File: config.mk
export PLATFORM = sky130hd
export DESIGN_NAME = car_alarm_ctrl_flat
export DESIGN_NICKNAME = d
export VERILOG_FILES = /design/src/rtl/car_alarm_pkg.sv /design/src/rtl/car_alarm_ctrl_if.sv /design/src/rtl/car_alarm_ctrl_alarm_timer.sv /design/src/rtl/car_alarm_ctrl.sv /design/src/flat_wrapper.sv
export SDC_FILE = /design/constraint.sdc
export NUM_CORES = 1
export LEC_CHECK = 0
export ABC_CLOCK_PERIOD_IN_PS = 6200
export CORE_ASPECT_RATIO = 0.6
export CORE_MARGIN = 8
export CORE_UTILIZATION = 53
export DETAILED_ROUTE_END_ITERATION = 10
export HOLD_SLACK_MARGIN = 0.1
export PLACE_DENSITY = 0.84
export SLEW_MARGIN = 20
export SYNTH_ARGS = -nofsm -noshare
export SYNTH_HDL_FRONTEND = slang
export SYNTH_HIERARCHICAL = 1
export SYNTH_SLANG_ARGS = --single-unit
File: constraint.sdc
create_clock -name clk -period 6.2 [get_ports clk]
set_input_delay 1.86 -clock clk [delete_from_list [all_inputs] [get_ports clk]]
set_output_delay 1.86 -clock clk [all_outputs]
set_load 0.1 [all_outputs]
File: src/rtl/car_alarm_pkg.sv
// -----------------------------------------------------------------------------
// car_alarm_pkg
// Shared definitions for the car door alarm controller:
//   - state_t      : FSM state encoding (ST_DISARMED .. ST_ALARM), also driven
//                    onto the 2-bit state output
//   - SEG_*        : active-low 7-segment codes, bit order {g,f,e,d,c,b,a}
//   - door_seg()   : maps a door index to the code shown for that door
// -----------------------------------------------------------------------------
package car_alarm_pkg;

    typedef enum logic [1:0] {
        ST_DISARMED = 2'd0,
        ST_ARMED    = 2'd1,
        ST_ENTRY    = 2'd2,
        ST_ALARM    = 2'd3
    } state_t;

    localparam logic [6:0] SEG_F     = 7'b0001110;
    localparam logic [6:0] SEG_B     = 7'b0000011;
    localparam logic [6:0] SEG_E     = 7'b0000110;
    localparam logic [6:0] SEG_C     = 7'b1000110;
    localparam logic [6:0] SEG_D     = 7'b0100001;
    localparam logic [6:0] SEG_DASH  = 7'b0111111;
    localparam logic [6:0] SEG_BLANK = 7'b1111111;

    // Doors 5..7 have no letter of their own and share the dash.
    function automatic logic [6:0] door_seg(input logic [2:0] idx);
        logic [6:0] code;
        case (idx)
            3'd0:    code = SEG_F;
            3'd1:    code = SEG_B;
            3'd2:    code = SEG_E;
            3'd3:    code = SEG_C;
            3'd4:    code = SEG_D;
            default: code = SEG_DASH;
        endcase
        return code;
    endfunction

endpackage

File: src/rtl/car_alarm_ctrl_if.sv
// -----------------------------------------------------------------------------
// car_alarm_ctrl_if
// Board-side signal bundle of the alarm controller.
//   master : sensor/button side (drives arm, disarm, door_open, door_close_btn)
//   slave  : the controller (drives door_latched, siren, state, arm_err, segment)
// Signals:
//   arm, disarm        single-cycle requests
//   door_open          level sensors, one bit per door
//   door_close_btn     single-cycle close acknowledge per door
//   door_latched       registered latched-open status
//   siren              registered siren drive
//   state              FSM state (0 DISARMED, 1 ARMED, 2 ENTRY, 3 ALARM)
//   arm_err            one-cycle pulse on a rejected arm request
//   segment            active-low 7-segment code {g,f,e,d,c,b,a}
// -----------------------------------------------------------------------------
interface car_alarm_ctrl_if #(
    parameter int NUM_DOORS = 5
);
    logic                 arm;
    logic                 disarm;
    logic [NUM_DOORS-1:0] door_open;
    logic [NUM_DOORS-1:0] door_close_btn;
    logic [NUM_DOORS-1:0] door_latched;
    logic                 siren;
    logic [1:0]           state;
    logic                 arm_err;
    logic [6:0]           segment;

    modport master (
        output arm, disarm, door_open, door_close_btn,
        input  door_latched, siren, state, arm_err, segment
    );

    modport slave (
        input  arm, disarm, door_open, door_close_btn,
        output door_latched, siren, state, arm_err, segment
    );
endinterface

File: src/rtl/car_alarm_ctrl_alarm_timer.sv
// -----------------------------------------------------------------------------
// alarm_timer
// Loadable, saturating down-counter shared by the ENTRY and ALARM phases.
// Ports:
//   clk, rst_n   clock / async active-low reset (count clears to 0)
//   load_i       load load_val_i this cycle (wins over dec_i)
//   load_val_i   value to load
//   dec_i        decrement by one, stopping at 0
//   done_o       high during the last cycle of a loaded interval
// -----------------------------------------------------------------------------
module alarm_timer #(
    parameter int CNT_W = 8
) (
    input  logic             clk,
    input  logic             rst_n,
    input  logic             load_i,
    input  logic [CNT_W-1:0] load_val_i,
    input  logic             dec_i,
    output logic             done_o
);
    logic [CNT_W-1:0] cnt_q, cnt_d;

    always_comb begin
        cnt_d = cnt_q;
        if (load_i) begin
            cnt_d = load_val_i;
        end else if (dec_i && cnt_q != '0) begin
            cnt_d = cnt_q - CNT_W'(1);
        end
    end

    // NOTE: state registers use non-blocking assignments so every flop samples
    // the pre-edge value of every other flop, independent of block ordering.
    always_ff @(posedge clk or negedge rst_n) begin
        if (!rst_n) begin
            cnt_q <= '0;
        end else begin
            cnt_q <= cnt_d;
        end
    end

    // A count of N lasts N cycles: the FSM acts on the edge ending the cycle
    // in which the count reads 1 (or 0 if it has already saturated).
    assign done_o = (cnt_q <= CNT_W'(1));

endmodule

File: src/rtl/car_alarm_ctrl.sv
// -----------------------------------------------------------------------------
// car_alarm_ctrl
// Clocked car door alarm: per-door open latches, an arm / entry-delay / siren
// state machine timed by a shared alarm_timer, and a 7-segment code for the
// lowest-index latched door.
// Ports:
//   clk     system clock, rising edge
//   rst_n   asynchronous active-low reset
//   bus     car_alarm_ctrl_if.slave (requests and sensors in, status out)
// Build option:
//   CAR_ALARM_CHIRP_EN  when defined, the siren gives a 2-cycle chirp on every
//                       accepted arm and every disarm that leaves a non-DISARMED
//                       state; entry to ALARM cancels a running chirp.
// -----------------------------------------------------------------------------
module car_alarm_ctrl
    import car_alarm_pkg::*;
#(
    parameter int NUM_DOORS  = 5,
    parameter int ENTRY_DLY  = 16,
    parameter int SIREN_TIME = 64,
    parameter int CNT_W      = 8
) (
    input  logic            clk,
    input  logic            rst_n,
    car_alarm_ctrl_if.slave bus
);
    state_t               state_q, state_d;
    logic [NUM_DOORS-1:0] latched_q, latched_d;
    logic                 siren_q, siren_d;
    logic                 arm_err_q, arm_err_d;
    logic [6:0]           seg_q, seg_d;

    logic                 tmr_load;
    logic [CNT_W-1:0]     tmr_val;
    logic                 tmr_dec;
    logic                 tmr_done;

    // ---------------- door latches -------------------------------------------
    // A door that is still open keeps its latch set regardless of the button.
    for (genvar g = 0; g < NUM_DOORS; g++) begin : g_latch
        assign latched_d[g] = bus.door_open[g] | (latched_q[g] & ~bus.door_close_btn[g]);
    end

    // ---------------- segment code of lowest latched door --------------------
    always_comb begin
        logic       found;
        logic [2:0] idx;
        found = 1'b0;
        idx   = 3'd0;
        // Scan downwards so the lowest set index is the last one written.
        for (int i = NUM_DOORS - 1; i >= 0; i--) begin
            if (latched_q[i]) begin
                found = 1'b1;
                idx   = 3'(i);
            end
        end
        seg_d = found ? door_seg(idx) : SEG_BLANK;
    end

    // ---------------- FSM next state ------------------------------------------
    // NOTE: every signal written here is given a default first, so no path can
    // leave it unassigned and infer a latch.
    always_comb begin
        state_d   = state_q;
        tmr_load  = 1'b0;
        tmr_val   = '0;
        tmr_dec   = 1'b0;
        arm_err_d = 1'b0;
        case (state_q)
            ST_DISARMED: begin
                // disarm in the same cycle suppresses the arm request entirely
                if (bus.arm && !bus.disarm) begin
                    if (latched_q == '0) state_d   = ST_ARMED;
                    else                 arm_err_d = 1'b1;
                end
            end
            ST_ARMED: begin
                if (bus.disarm) begin
                    state_d = ST_DISARMED;
                end else if (|latched_q) begin
                    state_d  = ST_ENTRY;
                    tmr_load = 1'b1;
                    tmr_val  = CNT_W'(ENTRY_DLY);
                end
            end
            ST_ENTRY: begin
                if (bus.disarm) begin
                    state_d = ST_DISARMED;
                end else if (tmr_done) begin
                    state_d  = ST_ALARM;
                    tmr_load = 1'b1;
                    tmr_val  = CNT_W'(SIREN_TIME);
                end else begin
                    tmr_dec = 1'b1;
                end
            end
            ST_ALARM: begin
                if (bus.disarm) begin
                    state_d = ST_DISARMED;
                end else begin
                    tmr_dec = 1'b1;
                    if (tmr_done) state_d = ST_ARMED;
                end
            end
            default: state_d = ST_DISARMED;
        endcase
    end

    // ---------------- siren ---------------------------------------------------
`ifdef CAR_ALARM_CHIRP_EN
    logic [1:0] chirp_q, chirp_d;
    logic       chirp_start;

    assign chirp_start = (state_q == ST_DISARMED && state_d == ST_ARMED) ||
                         (bus.disarm && state_q != ST_DISARMED);

    always_comb begin
        chirp_d = chirp_q;
        if (state_d == ST_ALARM)  chirp_d = 2'd0;
        else if (chirp_start)     chirp_d = 2'd2;
        else if (chirp_q != 2'd0) chirp_d = chirp_q - 2'd1;
        siren_d = (state_d == ST_ALARM) || (chirp_d != 2'd0);
    end

    always_ff @(posedge clk or negedge rst_n) begin
        if (!rst_n) chirp_q <= 2'd0;
        else        chirp_q <= chirp_d;
    end
`else
    assign siren_d = (state_d == ST_ALARM);
`endif

    // ---------------- shared timer --------------------------------------------
    alarm_timer #(
        .CNT_W (CNT_W)
    ) u_timer (
        .clk        (clk),
        .rst_n      (rst_n),
        .load_i     (tmr_load),
        .load_val_i (tmr_val),
        .dec_i      (tmr_dec),
        .done_o     (tmr_done)
    );

    // ---------------- registers -----------------------------------------------
    always_ff @(posedge clk or negedge rst_n) begin
        if (!rst_n) begin
            state_q   <= ST_DISARMED;
            latched_q <= '0;
            siren_q   <= 1'b0;
            arm_err_q <= 1'b0;
            seg_q     <= SEG_BLANK;
        end else begin
            state_q   <= state_d;
            latched_q <= latched_d;
            siren_q   <= siren_d;
            arm_err_q <= arm_err_d;
            seg_q     <= seg_d;
        end
    end

    assign bus.door_latched = latched_q;
    assign bus.siren        = siren_q;
    assign bus.state        = state_q;
    assign bus.arm_err      = arm_err_q;
    assign bus.segment      = seg_q;

endmodule
File: src/flat_wrapper.sv
// flat-port wrapper written by rule: the top's interface ports become plain ports
module car_alarm_ctrl_flat import car_alarm_pkg::*;
#(
    parameter int NUM_DOORS  = 5,
    parameter int ENTRY_DLY  = 16,
    parameter int SIREN_TIME = 64,
    parameter int CNT_W      = 8
)
  (clk, rst_n, bus_arm, bus_disarm, bus_door_open, bus_door_close_btn, bus_door_latched, bus_siren, bus_state, bus_arm_err, bus_segment);
  car_alarm_ctrl_if #(.NUM_DOORS(NUM_DOORS)) bus_i ();
  input  logic clk;
  input  logic rst_n;
  input wire logic [$bits(bus_i.arm)-1:0] bus_arm;
  input wire logic [$bits(bus_i.disarm)-1:0] bus_disarm;
  input wire logic [$bits(bus_i.door_open)-1:0] bus_door_open;
  input wire logic [$bits(bus_i.door_close_btn)-1:0] bus_door_close_btn;
  output wire logic [$bits(bus_i.door_latched)-1:0] bus_door_latched;
  output wire logic [$bits(bus_i.siren)-1:0] bus_siren;
  output wire logic [$bits(bus_i.state)-1:0] bus_state;
  output wire logic [$bits(bus_i.arm_err)-1:0] bus_arm_err;
  output wire logic [$bits(bus_i.segment)-1:0] bus_segment;
  assign bus_i.arm = bus_arm;
  assign bus_i.disarm = bus_disarm;
  assign bus_i.door_open = bus_door_open;
  assign bus_i.door_close_btn = bus_door_close_btn;
  assign bus_door_latched = bus_i.door_latched;
  assign bus_siren = bus_i.siren;
  assign bus_state = bus_i.state;
  assign bus_arm_err = bus_i.arm_err;
  assign bus_segment = bus_i.segment;
  car_alarm_ctrl #(.NUM_DOORS(NUM_DOORS), .ENTRY_DLY(ENTRY_DLY), .SIREN_TIME(SIREN_TIME), .CNT_W(CNT_W)) u_core (.clk(clk), .rst_n(rst_n), .bus(bus_i));
endmodule
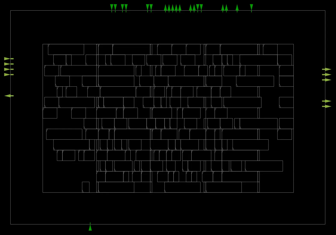
Fig. 1. Cell placement.
non-filler instance count after layout: 200
fill cell instance count of the final layout: 191
core area: 2450 um^2
Layout Utilization: 0.701

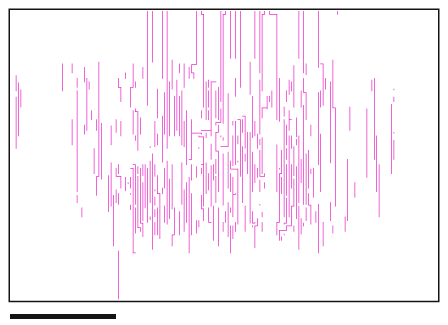
Fig. 2. M2 wires.
Scale bar: 20 um.
wire length on this layer: 1620 um
nets with wire on the layer: 157
share of all routed wire: 49%
longest straight run: 25.9 um

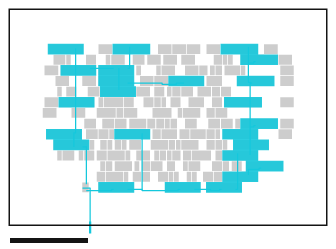
Fig. 3. Nets reached from selected ports.
Scale bar: 20 um.
legend:
  cyan:
    port: rst_n
    bits: 1
    direction: input
    edge: south
    end_cells: 24
    buffers: 1
    wire: 169 um

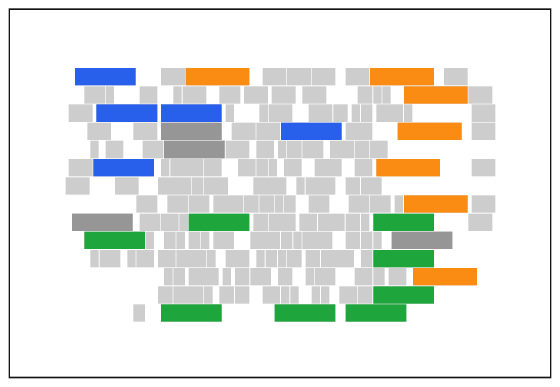
Fig. 4. Where the registers sit.
legend:
  orange:
    name_in_the_netlist: u_core/bus.segment
    placed_flops: 7
  green:
    name_in_the_netlist: u_core/u_timer/cnt_q
    placed_flops: 8
  blue:
    name_in_the_netlist: u_core/bus.door_latched
    placed_flops: 5
    where: north-west
not colored: 4

cell type report:
class	count	share of cell area
inverters	13	0.0284
well taps	32	0.0233
flip-flops and latches	24	0.355
repair buffers	29	0.166
multi-input cells	98	0.395
clock buffers	4	0.0320
cell families (layout without fill, tap and decap cells):
logic type,count (synthesis),in the layout,synth area share
fa+ha+maj,7,7,0.0656
flops,24,24,0.456
other cells,1,6,0.00281
buf+inv,17,46,0.0487
compound gates,36,36,0.197
simple gates,49,49,0.230
power by group:
| group | switching (mW) | total (mW) | internal [mW] |
|---|---|---|---|
| Clock | 0.0467 | 0.103 | 0.0566 |
| Sequential | 0.0388 | 0.225 | 0.186 |
| Combinational | 0.133 | 0.200 | 0.0662 |
| Total | 0.219 | 0.528 | 0.309 |
==> results.txt <==
run results: die span in x=between 80 and 90 um, logic area=679 um^2, tally of OpenROAD warnings=31, run status=complete, no violations, num rows=14, overall die height=54.9 um, source of the worst register-to-register timing path=u_core/u_timer/cnt_q[3]$_DFFE_PN0P_, global-route layer with the greatest usage=met2, sequential cell area=609 um^2, Hold Slack=around 0.53 ns, CTS H-tree lvls=1, starting density of the core=0.544, critical path arrival=4.06 ns, setup slack of the critical path after layout=2.34 ns, proportion of register bits with asynchronous set or reset after synthesis=1.00, total negative slack for setup checks=0 ns, synthesized flop and latch total=24, detailed-route wire length on metal 1=around 1400 um, vias in the first global route=1112, half-perimeter wire length after placement=approximately 2500 um, Total Routing Usage GR=0.158, Synth-to-Final Area Change=28.7%, Final Hold Vio Count=0, Synth area leaders=sky130_fd_sc_hd__dfrtp_1 32%, sky130_fd_sc_hd__dfstp_2 14%, sky130_fd_sc_hd__ha_1 6.6%, sky130_fd_sc_hd__inv_1 3.7%, sky130_fd_sc_hd__nor2_1 3.1%, final instance area=1720 um^2, worst clock skew=0.00290 ns, buffer-and-inverter tally for the worst setup path=1, type of the worst setup path=in2reg, maximum number of pins on one net before global-route repair=25
Power is estimated from default activity; no workload was simulated.
